<file path="config.mk">
export PLATFORM = sky130hd
export DESIGN_NAME = display_scan_ctrl
export DESIGN_NICKNAME = d
export VERILOG_FILES = /design/src/rtl/display_pkg.sv /design/src/rtl/hex7seg_decoder.sv /design/src/rtl/display_scan_ctrl.sv
export SDC_FILE = /design/constraint.sdc
export NUM_CORES = 1
export LEC_CHECK = 0
export ABC_AREA = 1
export CORE_MARGIN = 5
export CORE_UTILIZATION = 55
export CTS_BUF_LIST = sky130_fd_sc_hd__clkbuf_8
export CTS_CLUSTER_DIAMETER = 40
export CTS_CLUSTER_SIZE = 40
export DETAILED_ROUTE_END_ITERATION = 7
export DONT_BUFFER_PORTS = 1
export MAX_ROUTING_LAYER = met4
export PLACE_DENSITY_LB_ADDON = 0.12
export SYNTH_ARGS = -nofsm -noshare
export SYNTH_HDL_FRONTEND = slang
export SYNTH_SLANG_ARGS = --single-unit
</file>
<file path="constraint.sdc">
create_clock -name clk -period 2.5 [get_ports clk]
set_clock_uncertainty 0.15 [all_clocks]
set_input_delay 0.5 -clock clk [delete_from_list [all_inputs] [get_ports clk]]
set_output_delay 0.5 -clock clk [all_outputs]
set_load 0.03 [all_outputs]
</file>
<file path="src/rtl/display_pkg.sv">
// Shared types and hex glyph table for the multiplexed 7-segment display driver.
// Glyphs are stored active-high in {g,f,e,d,c,b,a} order; pin polarity is applied by the user.
package display_pkg;

  typedef logic [6:0] seg7_t;

  typedef enum logic {
    PH_BLANK,
    PH_DRIVE
  } phase_t;

  localparam seg7_t SEG_0 = 7'h3F;
  localparam seg7_t SEG_1 = 7'h06;
  localparam seg7_t SEG_2 = 7'h5B;
  localparam seg7_t SEG_3 = 7'h4F;
  localparam seg7_t SEG_4 = 7'h66;
  localparam seg7_t SEG_5 = 7'h6D;
  localparam seg7_t SEG_6 = 7'h7D;
  localparam seg7_t SEG_7 = 7'h07;
  localparam seg7_t SEG_8 = 7'h7F;
  localparam seg7_t SEG_9 = 7'h6F;
  localparam seg7_t SEG_A = 7'h77;
  localparam seg7_t SEG_B = 7'h7C;
  localparam seg7_t SEG_C = 7'h39;
  localparam seg7_t SEG_D = 7'h5E;
  localparam seg7_t SEG_E = 7'h79;
  localparam seg7_t SEG_F = 7'h71;

  function automatic seg7_t hex_to_seg(input logic [3:0] hex);
    case (hex)
      4'h0:    return SEG_0;
      4'h1:    return SEG_1;
      4'h2:    return SEG_2;
      4'h3:    return SEG_3;
      4'h4:    return SEG_4;
      4'h5:    return SEG_5;
      4'h6:    return SEG_6;
      4'h7:    return SEG_7;
      4'h8:    return SEG_8;
      4'h9:    return SEG_9;
      4'hA:    return SEG_A;
      4'hB:    return SEG_B;
      4'hC:    return SEG_C;
      4'hD:    return SEG_D;
      4'hE:    return SEG_E;
      default: return SEG_F;
    endcase
  endfunction

endpackage

</file>
<file path="src/rtl/hex7seg_decoder.sv">
// Combinational hex-to-7-segment decoder, active-high glyph output.
module hex7seg_decoder
  import display_pkg::*;
(
  input  logic [3:0] hex,
  output seg7_t      seg
);

  assign seg = hex_to_seg(hex);

endmodule

</file>
<file path="src/rtl/display_scan_ctrl.sv">
// Time-multiplexed N-digit hex 7-segment driver with shadow register, per-digit
// enables, decimal points, leading-zero blanking and a blank phase against ghosting.
module display_scan_ctrl
  import display_pkg::*;
#(
  parameter int N_DIGITS         = 4,
  parameter int REFRESH_DIV      = 100000,
  parameter int BLANK_CYCLES     = 2,
  parameter int ANODE_ACTIVE_LOW = 1,
  parameter int SEG_ACTIVE_LOW   = 1
) (
  input  logic                          clk,
  input  logic                          reset,
  input  logic [4*N_DIGITS-1:0]         digits_in,
  input  logic [N_DIGITS-1:0]           dp_in,
  input  logic [N_DIGITS-1:0]           digit_en,
  input  logic                          lz_blank,
  input  logic                          load,
  output logic [N_DIGITS-1:0]           anodes,
  output logic [6:0]                    segments,
  output logic                          dp,
  output logic [$clog2(N_DIGITS)-1:0]   scan_idx,
  output logic                          frame_done
);

  localparam int PW = $clog2(REFRESH_DIV);
  localparam int SW = $clog2(N_DIGITS);
  localparam logic [PW-1:0] PRE_LAST = PW'(REFRESH_DIV - 1);
  localparam logic [SW-1:0] IDX_LAST = SW'(N_DIGITS - 1);
  localparam logic AN_INV  = (ANODE_ACTIVE_LOW != 0);
  localparam logic SEG_INV = (SEG_ACTIVE_LOW != 0);
  localparam phase_t PH_RESET = (BLANK_CYCLES > 0) ? PH_BLANK : PH_DRIVE;

  logic [PW-1:0]              prescaler_q, prescaler_d;
  logic [SW-1:0]              scan_idx_q, scan_idx_d;
  logic                       frame_done_q, frame_done_d;
  phase_t                     phase_q, phase_d;
  logic [N_DIGITS-1:0][3:0]   shadow_digits_q, shadow_digits_d;
  logic [N_DIGITS-1:0]        shadow_dp_q, shadow_dp_d;
  logic [N_DIGITS-1:0]        anodes_q, anodes_d;
  logic [6:0]                 segments_q, segments_d;
  logic                       dp_q, dp_d;

  logic                       slot_end;
  logic                       blank_next;
  logic [N_DIGITS-1:0]        upper_zero;
  logic                       digit_lit;
  seg7_t                      glyph;

  assign slot_end = (prescaler_q == PRE_LAST);

  // The phase register tracks the prescaler, so it is decided from the prescaler's next value.
  generate
    if (BLANK_CYCLES == 0) begin : g_noblank
      assign blank_next = 1'b0;
    end else begin : g_blank
      localparam logic [PW-1:0] BLANK_LIM = PW'(BLANK_CYCLES);
      assign blank_next = (prescaler_d < BLANK_LIM);
    end
  endgenerate

  always_comb begin
    prescaler_d     = slot_end ? '0 : prescaler_q + 1'b1;
    scan_idx_d      = scan_idx_q;
    if (slot_end) begin
      scan_idx_d = (scan_idx_q == IDX_LAST) ? '0 : scan_idx_q + 1'b1;
    end
    frame_done_d    = slot_end && (scan_idx_q == IDX_LAST);
    phase_d         = blank_next ? PH_BLANK : PH_DRIVE;
    shadow_digits_d = load ? digits_in : shadow_digits_q;
    shadow_dp_d     = load ? dp_in : shadow_dp_q;
  end

  hex7seg_decoder u_decoder (
    .hex (shadow_digits_q[scan_idx_q]),
    .seg (glyph)
  );

  // upper_zero[i] is set when shadow digits i..N_DIGITS-1 are all zero.
  always_comb begin
    logic acc;
    upper_zero = '0;
    acc        = 1'b1;
    for (int i = N_DIGITS - 1; i >= 0; i--) begin
      acc           = acc && (shadow_digits_q[i] == 4'h0);
      upper_zero[i] = acc;
    end
  end

  always_comb begin
    logic [N_DIGITS-1:0] an_act;
    seg7_t               seg_act;
    logic                dp_act;
    an_act    = '0;
    seg_act   = '0;
    dp_act    = 1'b0;
    digit_lit = digit_en[scan_idx_q] &&
                !(lz_blank && (scan_idx_q != '0) && upper_zero[scan_idx_q]);
    if (phase_q == PH_DRIVE) begin
      an_act[scan_idx_q] = 1'b1;
      if (digit_lit) begin
        seg_act = glyph;
        dp_act  = shadow_dp_q[scan_idx_q];
      end
    end
    anodes_d   = an_act ^ {N_DIGITS{AN_INV}};
    segments_d = seg_act ^ {7{SEG_INV}};
    dp_d       = dp_act ^ SEG_INV;
  end

  always_ff @(posedge clk) begin
    if (reset) begin
      prescaler_q     <= '0;
      scan_idx_q      <= '0;
      frame_done_q    <= 1'b0;
      phase_q         <= PH_RESET;
      shadow_digits_q <= '0;
      shadow_dp_q     <= '0;
      anodes_q        <= {N_DIGITS{AN_INV}};
      segments_q      <= {7{SEG_INV}};
      dp_q            <= SEG_INV;
    end else begin
      prescaler_q     <= prescaler_d;
      scan_idx_q      <= scan_idx_d;
      frame_done_q    <= frame_done_d;
      phase_q         <= phase_d;
      shadow_digits_q <= shadow_digits_d;
      shadow_dp_q     <= shadow_dp_d;
      anodes_q        <= anodes_d;
      segments_q      <= segments_d;
      dp_q            <= dp_d;
    end
  end

  assign anodes     = anodes_q;
  assign segments   = segments_q;
  assign dp         = dp_q;
  assign scan_idx   = scan_idx_q;
  assign frame_done = frame_done_q;

endmodule

</file>
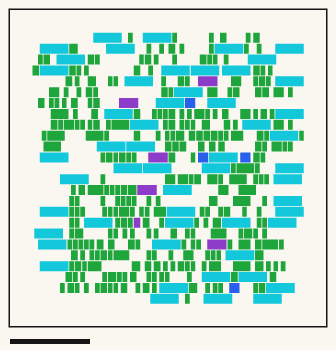
(placement by cell class)
Scale bar: 20 µm.
- purple: clock drivers and dummy loads (cells 6; share of their area 2.8%)
- blue: remaining buffers and delay cells (cells 4; share of their area 1.1%)
- cyan: registers (cells 53; share of their area 40%)
- green: remaining logic cells (cells 312; share of their area 56%)
total core area: 4660 µm²
Core Rows: 25

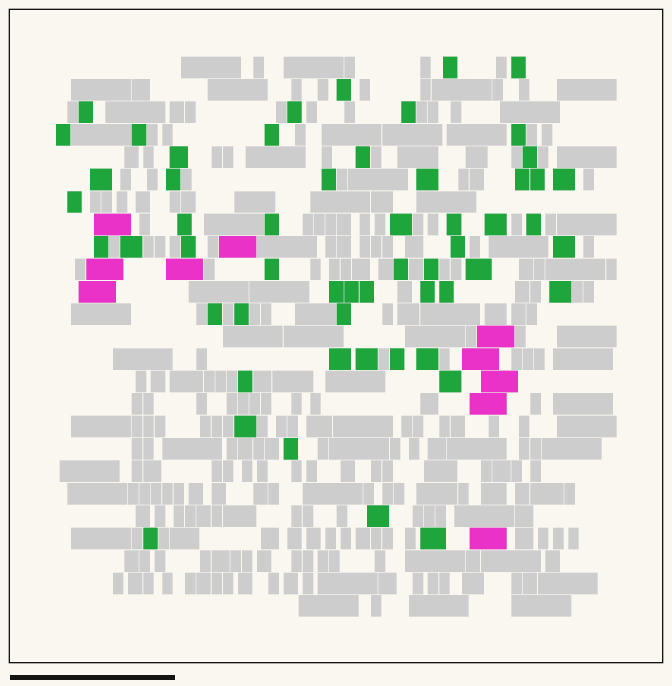
(gate families picked out)
Scale bar: 20 µm.
- green: aoi and oai cells (cells 56)
- magenta: fa/ha/maj cells (cells 10)
post-layout instance count excluding filler cells: 429
Comb area share: 49.1%
commonest non-fill, non-tap cell in the layout: nand2_1

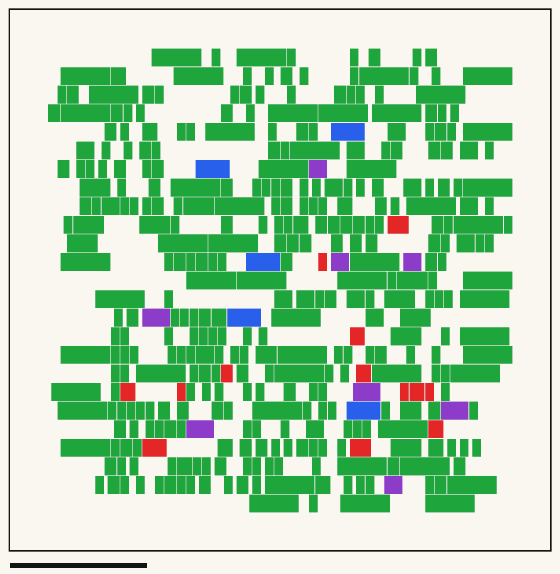
(drive-strength map)
Scale bar: 20 µm.
- green: x1 and smaller (cells 349; share 93%; most used nand2_1)
- purple: x3 and x4 (cells 8; share 2.1%; most used buf_4)
- blue: x6 and larger (cells 5; share 1.3%; most used clkbuf_8)
- red: x2 (cells 13; share 3.5%)
post-route design area: 2730 µm²
final worst setup slack: 0.425 ns
area growth from synthesis to final layout: 4.20%

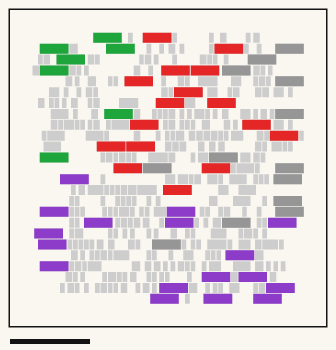
(where the registers sit)
Scale bar: 20 µm.
- purple: prescaler_q (placed flops 17)
- green: segments (placed flops 7; where north-west)
- red: shadow_digits_q (placed flops 16)
area taken by flip-flops and latches: 1060 µm²
final cell utilization of the core: 58.6%
sequential fraction of total cell area: 38.8%
Sequential Power: 909 µW

## flip-flops by register name (all words and copies together), names as in the netlist
name             cells
prescaler_q         17
shadow_digits_q     16
segments             7
anodes               4
shadow_dp_q          4
scan_idx             2
dp                   1
frame_done           1
phase_q              1
## stage by stage
step / instances / hold WS [ns] / utilization, % / total power [µW]
after floorplan: 377 / 0.287 / - / 1030
after global placement: 423 / 0.293 / 57.0 / 1050
after detailed placement: 423 / 0.301 / 57.0 / 1050
final: 429 / 0.103 / 58.6 / 1480
after CTS: 429 / 0.101 / 58.6 / 1490
after global routing: 429 / 0.0847 / 58.6 / 1550
==> summary.txt <==
The flow completed. The flow ran to the end, and the final reports show no timing, DRC or antenna violations. In this run the worst path has a maximum fanout of 16. Summed over all failing endpoints, the final setup total negative slack is 0 ns. At the pin with the least slew margin, the transition time is 0.480 ns. Among all flip-flop cells after synthesis, the most frequent one is dfxtp_1. Total die area landed at 6250 µm².

Weighted congestion reported at the end of routability-driven placement landed at 0.886. Looking at the hold checks, the worst path lands on shadow_digits_q[15]. Of all power groups, the one with the highest power is sequential cells. Sequential cell area fraction in the yosys report landed at 40.5%. The repair_antennas step left the layout with diodes totalling 0. H-tree depth landed at 2. In the final report, the number of endpoints failing setup comes to 0. Logic area landed at 1340 µm². The synthesized netlist devotes 33.4% of its cell area to simple gates. The detailed router used layers up to and including met4. The clock reaches the later pin of the worst-skew pair after 0.30 ns. The worst setup path is captured at a flop. The final critical path takes up 83.0% of the cycle. For reference, the mux area share after synthesis is 0%. Initial standard-cell utilization of the core landed at 56.2%.

In this run the clock root is driven by a clkbuf_8. The capture point of the worst register-to-register path is recorded as segments[0]. For reference, the critical path is captured by segments[0]. The script logs the mean routed wire length per placed instance as 14.0 µm. Per the detailed-route log, wirelength across all metal layers totals 6000 µm.

The synthesized netlist contains 33 unique library cells. Overall routing resource usage recorded by global route was 20.0%. Overall via count from detail_route landed at 2368. Count of final hold-check violations landed at 0. Among all cell types in the netlist, the one instantiated most often is nand2_1. Proportion of netlist area held by the largest area contributor landed at 40.5%.

Pre-CTS worst setup slack landed at 0.458 ns. The STA report counts the stages on the worst setup path as 10. The worst setup path is launched from a flop. Register bit total from synthesis landed at 53. Setup repair after global routing left no endpoint under its margin. Buffers inserted during clock tree synthesis total 5. The most critical min-delay path falls under in -> reg. By area the synthesized netlist is led by dfxtp_1, nand2_1, nor2_1, nand3_1, inv_1.

The detailed router finished its first iteration with 179 violations. Number of nets in the finished design landed at 414. Buffers plus inverters on the worst setup path landed at 3. Internal power component landed at 1110 µW. Number of flip-flops and latches landed at 53. Clock distribution area overhead in the final layout landed at 2.70%. No sink is reached through more buffers than the 2 on the longest clock path. Multi-input combinational cells in the finished layout were counted as 270. Per the synth stats, the proportion of register bits with asynchronous set or reset is 0%.

Entering global routing, the biggest net connects 43 pins. The timing report gives the worst reg2reg path a setup slack of 0.43 ns.
Power figures rest on the tool's default switching activity, not on a simulated workload.
